`src/rtl/data_bus_bridge.sv`:
```
// Bridges single-cycle CPU load/store strobes onto a req/ack data bus with wait states, timeout and sticky error flags.
// bus_req rises the cycle after the strobe; DATA_BUS_WBUF_EN adds a one-entry posted write buffer.
module data_bus_bridge #(
  parameter int TIMEOUT = 255
) (
  input  logic        clk,
  input  logic        rst,
  input  logic [31:0] cpu_addr,
  input  logic [31:0] cpu_wdata,
  input  logic        cpu_rd,
  input  logic        cpu_wr,
  output logic [31:0] cpu_rdata,
  output logic        cpu_stall,
  output logic        bus_req,
  output logic        bus_we,
  output logic [31:0] bus_addr,
  output logic [31:0] bus_wdata,
  input  logic [31:0] bus_rdata,
  input  logic        bus_ack,
  output logic        err_misalign,
  output logic        err_timeout
);

  typedef enum logic [1:0] {IDLE, REQ, DONE} state_t;

  localparam logic [7:0] CntLast = 8'(TIMEOUT - 1);

  state_t      state_q, state_d;
  logic [7:0]  cnt_q, cnt_d;
  logic [31:0] addr_q, addr_d;
  logic [31:0] wdata_q, wdata_d;
  logic [31:0] rdata_q, rdata_d;
  logic        we_q, we_d;
  logic        err_mis_q, err_mis_d;
  logic        err_to_q, err_to_d;

  logic access, aligned, is_store;

  assign access   = cpu_rd | cpu_wr;
  assign aligned  = (cpu_addr[1:0] == 2'b00);
  assign is_store = cpu_wr & ~cpu_rd;

`ifdef DATA_BUS_WBUF_EN
  // posted_q marks a REQ that drains a buffered store the CPU has already moved past
  logic posted_q, posted_d, post_now;
  assign post_now = is_store;

  always_comb begin
    posted_d = posted_q;
    if (state_q == IDLE && access && aligned && is_store) begin
      posted_d = 1'b1;
    end else if (state_q == REQ && (bus_ack || cnt_q == CntLast)) begin
      posted_d = 1'b0;
    end
  end

  always_ff @(posedge clk) begin
    if (rst) posted_q <= 1'b0;
    else     posted_q <= posted_d;
  end
`else
  logic posted_q, post_now;
  assign posted_q = 1'b0;
  assign post_now = 1'b0;
`endif

  always_comb begin
    state_d   = state_q;
    cnt_d     = cnt_q;
    addr_d    = addr_q;
    wdata_d   = wdata_q;
    we_d      = we_q;
    rdata_d   = rdata_q;
    err_mis_d = err_mis_q;
    err_to_d  = err_to_q;
    cpu_stall = 1'b0;
    cpu_rdata = rdata_q;
    unique case (state_q)
      IDLE: begin
        if (access) begin
          if (aligned) begin
            cpu_stall = ~post_now;
            addr_d    = {cpu_addr[31:2], 2'b00};
            wdata_d   = cpu_wdata;
            we_d      = is_store;
            cnt_d     = 8'd0;
            state_d   = REQ;
          end else begin
            cpu_rdata = '0;
            err_mis_d = 1'b1;
          end
        end
      end
      REQ: begin
        // a posted drain only holds the CPU if it has issued another access
        cpu_stall = ~posted_q | access;
        cnt_d     = cnt_q + 8'd1;
        if (bus_ack) begin
          if (!we_q) rdata_d = bus_rdata;
          state_d = posted_q ? IDLE : DONE;
        end else if (cnt_q == CntLast) begin
          rdata_d  = '0;
          err_to_d = 1'b1;
          state_d  = posted_q ? IDLE : DONE;
        end
      end
      DONE: begin
        state_d = IDLE;
      end
      default: begin
        state_d = IDLE;
      end
    endcase
  end

  always_ff @(posedge clk) begin
    if (rst) begin
      state_q   <= IDLE;
      cnt_q     <= 8'd0;
      addr_q    <= '0;
      wdata_q   <= '0;
      we_q      <= 1'b0;
      rdata_q   <= '0;
      err_mis_q <= 1'b0;
      err_to_q  <= 1'b0;
    end else begin
      state_q   <= state_d;
      cnt_q     <= cnt_d;
      addr_q    <= addr_d;
      wdata_q   <= wdata_d;
      we_q      <= we_d;
      rdata_q   <= rdata_d;
      err_mis_q <= err_mis_d;
      err_to_q  <= err_to_d;
    end
  end

  assign bus_req      = (state_q == REQ);
  assign bus_we       = we_q;
  assign bus_addr     = addr_q;
  assign bus_wdata    = wdata_q;
  assign err_misalign = err_mis_q;
  assign err_timeout  = err_to_q;

endmodule

```
`config.mk`:
```
export PLATFORM = sky130hd
export DESIGN_NAME = data_bus_bridge
export DESIGN_NICKNAME = d
export VERILOG_FILES = /design/src/rtl/data_bus_bridge.sv
export SDC_FILE = /design/constraint.sdc
export NUM_CORES = 1
export LEC_CHECK = 0
export CAP_MARGIN = 40
export CORE_MARGIN = 8
export CORE_UTILIZATION = 35
export DETAILED_ROUTE_END_ITERATION = 7
export PLACE_DENSITY = 0.7
export SYNTH_ARGS = -nofsm -noshare
export SYNTH_HDL_FRONTEND = slang
export SYNTH_SLANG_ARGS = --single-unit
```
`constraint.sdc`:
```
create_clock -name clk -period 2.5 [get_ports clk]
set_clock_uncertainty 0.2 [all_clocks]
set_input_delay 0.5 -clock clk [delete_from_list [all_inputs] [get_ports clk]]
set_output_delay 0.5 -clock clk [all_outputs]
set_load 0.03 [all_outputs]
```
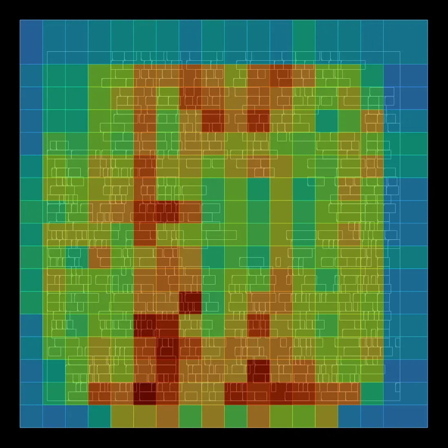
(images/congestion.png)
M2 GR Usage: 30.3%
GRT Total Usage: 16.8%
grt met1 use: 17.1%
Layout Utilization: 57.3%

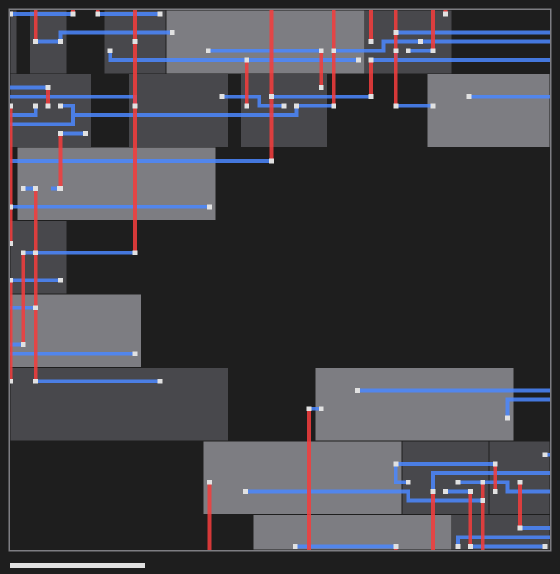
(images/detail.png)
Scale bar: 5 um. Region (83, 83) to (103, 103) um. Cells in gray, sequential cells in the stronger gray; small squares are vias.
metal 1 -> blue
metal 2 -> red
most frequent = dfxtp_1 (6), a22o_1 (4), nor2b_1 (3)
sequential cells in the window = 6
netlist names of flops here include = `rdata_q` (6)
cells with their middle in the window = 16

==> impl_metrics.toml <==
# flow metrics
[clock_tree]
tritoncts = "done"
clk_latency_ns = 0.34
h-tree-depth = 3
root_buffer = "clkbuf_16"

[finish]
comb_area_share_pct = 26.1
largest_cell_class = "non-clock buffers"
clk_share_pct = 4.44
layout.nonclk_buf_share_pct = 33.6
nFillCells = 1017
diodes = 0
ff_latch_area_mm2 = 0.00214

[placed_design]
place_inst = 789
preCtsSetupSlack_ns = -0.571
dp_hpwl_um = 9790

[global_route]
antenna_found_initial = 0
groute.layer.met3.usage_pct = 4.62
first_global_vias = 4008

[worst_hold_path]
hp-class = "register to register"
hold_end = "bus_addr[12]$_SDFFE_PP0P_"
min_from = "bus_addr[12]$_SDFFE_PP0P_"

[status]
status = "finished, final reports clean"

[setup_path]
critical-path-max-stage-delay_ns = 0.38
r2r_cells = 6
worst_setup_path_end_kind = "primary output"
critical-path-slowest-cell = "nor4_4"

[floorplanning]
initCoreUtil_pct = 35.8
dieWidth_um = 124
io_pins = 202

[route]
highest_layer = "met4"
wl_met1_um = 4800

[yosys]
ys_sh_simple_pct = 22.9
ys_top_cells_by_area = "dfxtp_1 53%, nand2_1 12%, a21oi_1 8.5%"
syn_inst = 459
ys_sh_aoi_pct = 17.4
flop_cell = "dfxtp_1"
postSynthSeqShare_pct = 52.6

[sta]
finalMaxSlewViolations = 0
tns_ns = 0
grt_setup_unrepaired = "no"
max_freq_mhz = 417
cells in the mapped netlist, types with 2 or more instances:
library cell and number:
and2b_1 4, o211ai_1 2, buf_2 5, o21ai_0 2
nor2_1 13, inv_1 3, and2_1 2, nand4_1 3
buf_4 10, o31ai_1 3, nand3_1 8, a21oi_1 69
clkbuf_1 11, nor2b_1 29, dfxtp_1 107, a22o_2 2
or3_1 4, a22o_1 30, ha_1 2, nand2_1 125
buf_6 8, nand3b_1 2
state kept, by name (all words and copies together) (netlist names):
name	flops
bus_addr	30
bus_wdata	32
bus_we	1
cnt_q	8
err_misalign	1
err_timeout	1
rdata_q	32
state_q	2
power breakdown:
group	switching [mW]	internal, mW	leakage (nW)
sequential	0.0330	1.77	0.870
combinational	0.328	0.335	1.48
clock	0.585	0.805	0.141
Power and IR drop assume default switching activity.
